## src/rtl/mem_copy_sequencer_pkg.sv

```systemverilog
// Shared types for the memory-move datapath: FSM state encoding and default widths.
package mem_move_pkg;
   localparam int DATA_WIDTH = 16;
   localparam int ADDR_WIDTH = 16;

   typedef enum logic [2:0] {
      IDLE    = 3'd0,
      READ    = 3'd1,
      CAPTURE = 3'd2,
      WRITE   = 3'd3,
      DONE    = 3'd4
   } state_t;
endpackage

```

## src/rtl/mem_copy_sequencer_if.sv

```systemverilog
// Control-unit operands plus the single-port memory bus of the copy sequencer.
interface mem_copy_sequencer_if
   import mem_move_pkg::*;
();
   logic                  start;
   logic [ADDR_WIDTH-1:0] srcAddr;
   logic [ADDR_WIDTH-1:0] dstAddr;
   logic [ADDR_WIDTH-1:0] length;
   logic [ADDR_WIDTH-1:0] memAddr;
   logic                  memWrite;
   logic [DATA_WIDTH-1:0] memWriteData;
   logic [DATA_WIDTH-1:0] memReadData;
   logic                  busy;
   logic                  done;
   logic [ADDR_WIDTH-1:0] remaining;

   // master: the sequencer, which owns the memory port.
   modport master (
      input  start, srcAddr, dstAddr, length, memReadData,
      output memAddr, memWrite, memWriteData, busy, done, remaining
   );

   // slave: decode unit and memory side.
   modport slave (
      output start, srcAddr, dstAddr, length, memReadData,
      input  memAddr, memWrite, memWriteData, busy, done, remaining
   );
endinterface

```

## src/rtl/mem_copy_sequencer_reg.sv

```systemverilog
// Loadable register with asynchronous clear; holds its value when load is low.
module register16_en
   import mem_move_pkg::*;
#(
   parameter int W = 16
) (
   input  logic         CLK,
   input  logic         reset,
   input  logic         load,
   input  logic [W-1:0] inputValue,
   output logic [W-1:0] outputValue
);
   always_ff @(posedge CLK or posedge reset) begin
      if (reset)
         outputValue <= '0;
      else if (load)
         outputValue <= inputValue;
   end
endmodule

```

## src/rtl/mem_copy_sequencer.sv

```systemverilog
// Word-by-word block copy: READ, CAPTURE, WRITE per word (3 cycles/word), then a one-cycle DONE.
// start is only honoured in IDLE; reset aborts immediately with no further write.
module mem_copy_sequencer
   import mem_move_pkg::*;
(
   input logic                  CLK,
   input logic                  reset,
   mem_copy_sequencer_if.master bus
);
   state_t state_q, state_d;

   logic [ADDR_WIDTH-1:0] src_q, dst_q, cnt_q;
   logic [ADDR_WIDTH-1:0] src_d, dst_d, cnt_d, cnt_dec;
   logic [DATA_WIDTH-1:0] mdr_q;
   logic                  addr_ld, mdr_ld;

   logic [ADDR_WIDTH-1:0] mem_addr;
   logic                  mem_write, busy_o, done_o;

   assign cnt_dec = cnt_q - ADDR_WIDTH'(1);

   always_ff @(posedge CLK or posedge reset) begin
      if (reset)
         state_q <= IDLE;
      else
         state_q <= state_d;
   end

   always_comb begin
      state_d = state_q;
      case (state_q)
         IDLE:    if (bus.start) state_d = (bus.length != '0) ? READ : DONE;
         READ:    state_d = CAPTURE;
         CAPTURE: state_d = WRITE;
         WRITE:   state_d = (cnt_dec != '0) ? READ : DONE;
         DONE:    state_d = IDLE;
         default: state_d = IDLE;
      endcase
   end

   // SRC/DST/CNT share one load: operand capture in IDLE, step in WRITE.
   always_comb begin
      mem_addr  = '0;
      mem_write = 1'b0;
      busy_o    = 1'b0;
      done_o    = 1'b0;
      addr_ld   = 1'b0;
      mdr_ld    = 1'b0;
      src_d     = src_q + ADDR_WIDTH'(1);
      dst_d     = dst_q + ADDR_WIDTH'(1);
      cnt_d     = cnt_dec;
      case (state_q)
         IDLE: begin
            if (bus.start) begin
               addr_ld = 1'b1;
               src_d   = bus.srcAddr;
               dst_d   = bus.dstAddr;
               cnt_d   = bus.length;
            end
         end
         READ: begin
            mem_addr = src_q;
            busy_o   = 1'b1;
         end
         CAPTURE: begin
            mem_addr = src_q;
            busy_o   = 1'b1;
            mdr_ld   = 1'b1;
         end
         WRITE: begin
            mem_addr  = dst_q;
            mem_write = 1'b1;
            busy_o    = 1'b1;
            addr_ld   = 1'b1;
         end
         DONE:    done_o = 1'b1;
         default: ;
      endcase
   end

   register16_en #(.W(ADDR_WIDTH)) u_src (
      .CLK(CLK), .reset(reset), .load(addr_ld), .inputValue(src_d), .outputValue(src_q)
   );
   register16_en #(.W(ADDR_WIDTH)) u_dst (
      .CLK(CLK), .reset(reset), .load(addr_ld), .inputValue(dst_d), .outputValue(dst_q)
   );
   register16_en #(.W(ADDR_WIDTH)) u_cnt (
      .CLK(CLK), .reset(reset), .load(addr_ld), .inputValue(cnt_d), .outputValue(cnt_q)
   );
   register16_en #(.W(DATA_WIDTH)) u_mdr (
      .CLK(CLK), .reset(reset), .load(mdr_ld), .inputValue(bus.memReadData), .outputValue(mdr_q)
   );

   assign bus.memAddr      = mem_addr;
   assign bus.memWrite     = mem_write;
   assign bus.memWriteData = mdr_q;
   assign bus.busy         = busy_o;
   assign bus.done         = done_o;
   assign bus.remaining    = cnt_q;
endmodule

```

## src/flat_wrapper.sv

```systemverilog
// flat-port wrapper written by rule: the top's interface ports become plain ports
module mem_copy_sequencer_flat import mem_move_pkg::*;
  (CLK, reset, bus_start, bus_srcAddr, bus_dstAddr, bus_length, bus_memReadData, bus_memAddr, bus_memWrite, bus_memWriteData, bus_busy, bus_done, bus_remaining);
  mem_copy_sequencer_if bus_i ();
  input logic CLK;
  input logic reset;
  input wire logic [$bits(bus_i.start)-1:0] bus_start;
  input wire logic [$bits(bus_i.srcAddr)-1:0] bus_srcAddr;
  input wire logic [$bits(bus_i.dstAddr)-1:0] bus_dstAddr;
  input wire logic [$bits(bus_i.length)-1:0] bus_length;
  input wire logic [$bits(bus_i.memReadData)-1:0] bus_memReadData;
  output wire logic [$bits(bus_i.memAddr)-1:0] bus_memAddr;
  output wire logic [$bits(bus_i.memWrite)-1:0] bus_memWrite;
  output wire logic [$bits(bus_i.memWriteData)-1:0] bus_memWriteData;
  output wire logic [$bits(bus_i.busy)-1:0] bus_busy;
  output wire logic [$bits(bus_i.done)-1:0] bus_done;
  output wire logic [$bits(bus_i.remaining)-1:0] bus_remaining;
  assign bus_i.start = bus_start;
  assign bus_i.srcAddr = bus_srcAddr;
  assign bus_i.dstAddr = bus_dstAddr;
  assign bus_i.length = bus_length;
  assign bus_i.memReadData = bus_memReadData;
  assign bus_memAddr = bus_i.memAddr;
  assign bus_memWrite = bus_i.memWrite;
  assign bus_memWriteData = bus_i.memWriteData;
  assign bus_busy = bus_i.busy;
  assign bus_done = bus_i.done;
  assign bus_remaining = bus_i.remaining;
  mem_copy_sequencer u_core (.CLK(CLK), .reset(reset), .bus(bus_i));
endmodule
```

## config.mk

```make
export PLATFORM = sky130hd
export DESIGN_NAME = mem_copy_sequencer_flat
export DESIGN_NICKNAME = d
export VERILOG_FILES = /design/src/rtl/mem_copy_sequencer_pkg.sv /design/src/rtl/mem_copy_sequencer_if.sv /design/src/rtl/mem_copy_sequencer_reg.sv /design/src/rtl/mem_copy_sequencer.sv /design/src/flat_wrapper.sv
export SDC_FILE = /design/constraint.sdc
export NUM_CORES = 1
export LEC_CHECK = 0
export CAP_MARGIN = 20
export CORE_AREA = 3 3 94 96
export CTS_BUF_LIST = sky130_fd_sc_hd__clkbuf_8
export DETAILED_ROUTE_END_ITERATION = 10
export DIE_AREA = 0 0 97 99
export HOLD_SLACK_MARGIN = 0.1
export MAX_ROUTING_LAYER = met4
export PLACE_DENSITY = 0.85
export SLEW_MARGIN = 10
export SYNTH_ARGS = -nofsm -noshare
export SYNTH_HDL_FRONTEND = slang
export SYNTH_SLANG_ARGS = --single-unit
```

## constraint.sdc

```tcl
create_clock -name CLK -period 4 [get_ports CLK]
set_input_delay 1.2 -clock CLK [delete_from_list [all_inputs] [get_ports CLK]]
set_output_delay 1.2 -clock CLK [all_outputs]
set_load 0.005 [all_outputs]
```

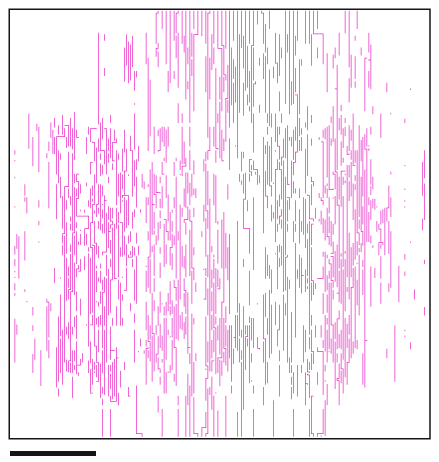
run_1/met2.png
The bar under the picture is 20 um long.
main direction: vertical
wire length on this layer: 5,710 um
via count: 4,099
Routed WL: 11,900 um
met2 Resource Use GR: 40.5%

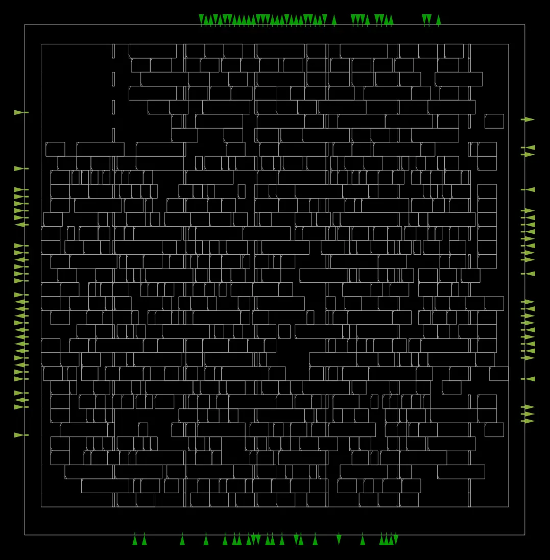
run_1/final_placement.png
final non-filler cell total: 648
Seq Cell Count: 67
Core ar.: 8130 um^2
Tap Cells: 105

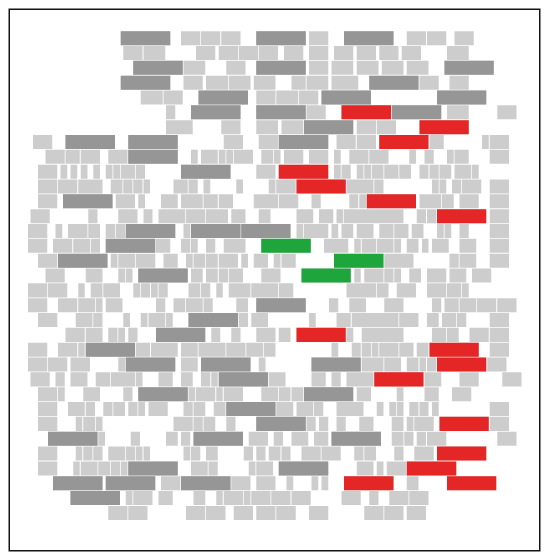
run_1/registers.png
Other sequential cells in the stronger gray, the rest of the logic in the fainter gray.
legend:
  u_core.state_q:
    color: green
    flops: 3
  u_core.u_cnt.outputValue:
    color: red
    flops: 16
not colored: 48
Seq/total area: 30.8%
Finished Core Util: 66.9%
seq pwr: 0.00142 W

==> results.yml, run 1 <==
# yosys + openroad results
clock_tree:
  ctsLongestPathBuffers: 2
  h-tree-depth: 3
  numCtsBuffers: 9
  clkSinkCount: 67
  cts_root_buf: "clkbuf_8"
  post-cts-setup-buffer-count: 0
  ctsResizeCount: 0
  cts_tree: "built"
die:
  pin_count: 118
  initial_core_util_pct: 49.4
  dieHeight_um: 99
  chip_area_um2: 9600
  rows: 33
final_timing:
  rsz0062_at_grt: "no"
  hold_violations: 0
  fin_worst_skew_ns: 0.00769
  worst_pin_slew_ns: 0.970
  fin_setup_tns_ns: 0
  drv_slew: 0
  period_used_pct: 90.7
  min_period_ns: 3.63
  fmaxAchievable_mhz: 276
routing:
  first_pass_iters: 5
  drcViolationCount: 0
  drt_iter0_drc: 275
  post_drt_wl_per_cell_um: 18.3
pwr:
  p_int_w: 0.00241
  p_leak_nw: 2.13
  vdd.ir_drop.worst_v: 0.000389
  power_frac_clock_pct: 13.5
  power_frac_seq_pct: 34.4
  combPwrFrac_pct: 52.1
synth:
  synth_top_area_share_pct: 41.7
  ys_top_cells_by_count: "67 x dfrtp_1, 51 x nand2_1, 38 x o21ai_0, 30 x nor2_1, 29 x clkbuf_1"
  ys_sh_mux_pct: 5.61
  synth.avg_cell_area_um2: 9.21
  yosysChipArea_um2: 4020
  yosys.area_share.simple_pct: 21.8
  top_cells_by_area: "dfrtp_1 42%, mux2_2 5.6%, a221o_1 5.2%, nand2_1 4.8%, o21ai_0 4.7%"
  ys_types: 52
  ys_sh_aoi_pct: 24.0
  yosys_most_used_dff: "dfrtp_1"
  yosysWarningCount: 0
  edf_count: 0
  ys_sh_adder_pct: 1.25
layout:
  fin_nets: 609
  num-nonclk-buffers: 126
  drive_gt1_share_pct: 10.7
  comb_cells: 323
  dominant_cells: "logic gates"
  clk_share_pct: 3.54
  diodes: 0
  regArea_um2: 1680
  fin_area_um2: 5440
setup_path:
  crit_chain: "nor2b_1, o21ba_2, nand2_1, o21ai_0, clkdlybuf4s50_1"
  cp_slowest_stage_delay_ns: 0.59
  critPathKind: "reg -> out"
placement:
  pre_cts_ws_ns: 0.591
  dp_hpwl_um: 8470
  numPortBuffers: 117
global_route:
  grt_overflow_total: 0
  grtUsageTotal_pct: 25.7
  grt_pass1_wl_um: 19600
  antenna_found_initial: 0
  grt_max_degree: 64
  grt_pass1_vias: 4010
outcome:
  outcome: "finished clean"
min_path:
  worstHoldPathType: "reg -> reg"
[run 1: worst paths after layout]
path,from,end,slack [ns],cells after the start
worst max-delay path,u_core.state_q[1],bus_memAddr[8],0.37,5
worst min-delay path,u_core.u_mdr.outputValue[7],u_core.u_mdr.outputValue[7],0.51,1
worst max register to register,u_core.u_cnt.outputValue[0],u_core.state_q[0],1.10,7
worst min register to register,u_core.u_mdr.outputValue[7],u_core.u_mdr.outputValue[7],0.51,1
max in group asynchronous,reset,u_core.u_src.outputValue[12],1.97,3
min in group asynchronous,reset,u_core.u_mdr.outputValue[9],1.29,2
[run 1: layer usage]
| layer | wire [um] | global-route usage, % | vias up |
|---|---|---|---|
| met5 | 0 | - | - |
| met4 | 350 | 10.7 | 0 |
| met3 | 759 | 3.96 | 29 |
| met2 | 5710 | 40.5 | 199 |
| met1 | 5060 | 33.2 | 1994 |
| li1 | - | - | 1877 |
[run 1: critical path: cells and delay by family (launching register included)]
family                 cells  cell delay (ns)
buffers and inverters      1             0.55
AND-OR/OR-AND              2             0.47
flip-flops                 1             0.59
AND/OR/NAND/NOR            2             0.46
[run 1: registers in the layout (all words and copies together) (netlist names)]
| name | count |
|---|---|
| u_core.u_mdr.outputValue | 16 |
| u_core.u_src.outputValue | 16 |
| u_core.u_cnt.outputValue | 16 |
| u_core.state_q | 3 |
| u_core.u_dst.outputValue | 16 |
[run 1: power by group through the flow]
stage	Combinational, W	Sequential [W]	Clock (W)
after floorplan	0.00135	0.00124	0
after global placement	0.00208	0.00139	0
after detailed placement	0.00213	0.00141	0
after CTS	0.00214	0.00140	0.000568
after global routing	0.00235	0.00147	0.000595
final	0.00215	0.00142	0.000557
==> inputs of run 2 (changes only) <==
--- a/config.mk
+++ b/config.mk
@@ -5,14 +5,15 @@
 export SDC_FILE = /design/constraint.sdc
 export NUM_CORES = 1
 export LEC_CHECK = 0
+export ABC_AREA = 1
 export CAP_MARGIN = 20
-export CORE_AREA = 3 3 94 96
+export CORE_AREA = 3 3 108 79
 export CTS_BUF_LIST = sky130_fd_sc_hd__clkbuf_8
 export DETAILED_ROUTE_END_ITERATION = 10
-export DIE_AREA = 0 0 97 99
+export DIE_AREA = 0 0 111 82
 export HOLD_SLACK_MARGIN = 0.1
 export MAX_ROUTING_LAYER = met4
-export PLACE_DENSITY = 0.85
+export PLACE_DENSITY = 0.9
 export SLEW_MARGIN = 10
 export SYNTH_ARGS = -nofsm -noshare
 export SYNTH_HDL_FRONTEND = slang
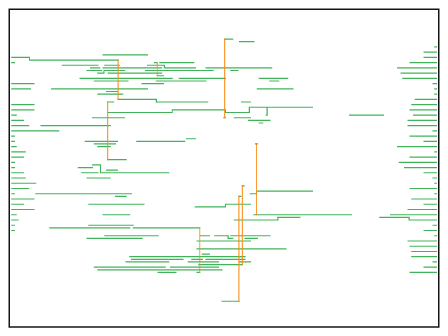
run_2/metal_stack.png
Two of the layers only.
legend:
  met4:
    color: orange
    wire_length: 127 um
  met3:
    color: green
    wire_length: 1,220 um
via count: 4,254
routed length per placed instance: 15.6 um

==> results.yml, run 2 <==
# yosys + openroad results
layout:
  drive_gt1_share_pct: 6.77
  fin_nets: 731
  dominant_cells: "logic gates"
  diodes: 0
  num-nonclk-buffers: 123
  regArea_um2: 1680
  seq-cell-share_pct: 30.4
  flops: 67
  comb_share_pct: 35.8
  comb_cells: 387
  clk_share_pct: 4.52
routing:
  top_layer_used: "met4"
  drt_wl_total_um: 12000
  drcViolationCount: 0
  wl_met3_um: 1220
  met2_length_um: 5380
  wl_met1_um: 5240
  first_pass_iters: 5
  drt_iter0_drc: 412
synth:
  yosysWarningCount: 0
  yosys.area_share.simple_pct: 30.3
  ys_types: 32
  synth_flops: 67
  synth_top_area_share_pct: 41.9
  edf_count: 0
  synth.avg_cell_area_um2: 7.37
  top_cells_by_area: "dfrtp_1 42%, nand2_1 17%, inv_1 6.5%, o211ai_1 4.5%, o221ai_1 4.4%"
  yosysChipArea_um2: 4000
  ys_sh_adder_pct: 1.25
  ys_sh_mux_pct: 0
  ys_sh_aoi_pct: 14.3
  yosys_most_used_dff: "dfrtp_1"
  ys_top_cells_by_count: "183 x nand2_1, 69 x inv_1, 67 x dfrtp_1, 44 x nor2_1, 24 x o211ai_1"
  synth_area_leader_cell: "dfrtp_1"
die:
  dieHeight_um: 82
  fp.dieW_um: 111
  core_um2: 7670
  initial_core_util_pct: 52.2
  pin_count: 118
  rows: 27
  taps: 101
pwr:
  p_leak_nw: 2.44
  vdd.ir_drop.worst_v: 0.000356
global_route:
  grt_max_degree: 43
  grtUsageTotal_pct: 27.0
  grt_use_met1_pct: 36.5
  antenna_found_initial: 0
  grt_pass1_vias: 3989
  grtUsageMet3_pct: 6.41
  grt_pass1_wl_um: 19200
  met2_usage_pct: 42.4
  busiest_layer: "met2"
setup_path:
  crit_chain: "nor2_1, nor2_1, nand2_1, o21ai_0, clkdlybuf4s50_1"
  cp_slowest_stage_delay_ns: 0.56
  critPathKind: "reg -> out"
  crit_family: "simple AND/OR/NAND/NOR gates"
  worst-path-buf-inv: 1
  worstPathArrival_ns: 2.25
placement:
  dp_hpwl_um: 8790
  numPortBuffers: 117
  pre_cts_ws_ns: 0.914
clock_tree:
  cts_tree: "built"
  ctsResizeCount: 0
  clkSinkCount: 67
  h-tree-depth: 3
  post-cts-setup-buffer-count: 0
  cts_root_buf: "clkbuf_8"
  ctsLongestPathBuffers: 2
  numCtsBuffers: 9
final_timing:
  worst_pin_slew_ns: 0.894
  drv_slew: 0
  hold_violations: 0
  rsz0062_at_grt: "no"
  fmaxAchievable_mhz: 290
  fin_setup_tns_ns: 0
  fin_worst_skew_ns: 0.0119
  min_period_ns: 3.45
outcome:
  outcome: "finished clean"
min_path:
  worstHoldPathType: "reg -> reg"
## run 2: netlist changes by cell type after synthesis, sizes merged, moves of 18 or more
cell | before | now
a221o | 21 | 0
clkbuf | 29 | 8
inv | 11 | 72
mux2 | 20 | 0
nand2 | 51 | 188
nor2 | 30 | 55
o211ai | 3 | 24
o21ai | 38 | 14
o221ai | 2 | 20
## run 2: path summary, 6_finish.rpt
kind,start,end,slack (ns),cells past startpoint
setup reg to reg,u_core.state_q[0],u_core.u_dst.outputValue[14],1.81,10
setup / recovery,u_core.state_q[0],bus_memAddr[0],0.55,5
min in group asynchronous,reset,u_core.u_cnt.outputValue[8],1.37,2
hold / removal,u_core.u_mdr.outputValue[4],u_core.u_mdr.outputValue[4],0.48,2
max in group asynchronous,reset,u_core.u_mdr.outputValue[9],1.85,3
hold reg to reg,u_core.u_mdr.outputValue[4],u_core.u_mdr.outputValue[4],0.48,2
## run 2: logic make-up (layout without fill, tap and decap cells)
kind of cell             count (synthesis)  after routing
flip-flops                              67             67
adder cells (fa/ha/maj)                  4              4
buffers and inverters                   89            211
XOR/XNOR                                16             16
AND-OR/OR-AND                           81             81
AND/OR/NAND/NOR                        286            286
## run 2: per-stage QoR
step | utilization (%) | hold WS [ns] | cells | power [W] | instance area, um^2
2_1_floorplan | - | 0.465 | 543 | 0.00267 | 4000
3_3_place_gp | 68.6 | 0.453 | 750 | 0.00360 | 5260
3_5_place_dp | 68.6 | 0.460 | 750 | 0.00370 | 5260
4_1_cts | 71.9 | 0.479 | 766 | 0.00443 | 5510
5_1_grt | 71.9 | 0.485 | 766 | 0.00478 | 5510
6_report | 71.9 | 0.481 | 766 | 0.00445 | 5510
## run 2: power breakdown
group	leakage, nW	internal, W	switching [W]
combinational	1.49	0.00109	0.00135
clock	0.123	0.000432	0.000277
sequential	0.832	0.00101	0.000289
Power figures rest on the tool's default switching activity, not on a simulated workload.
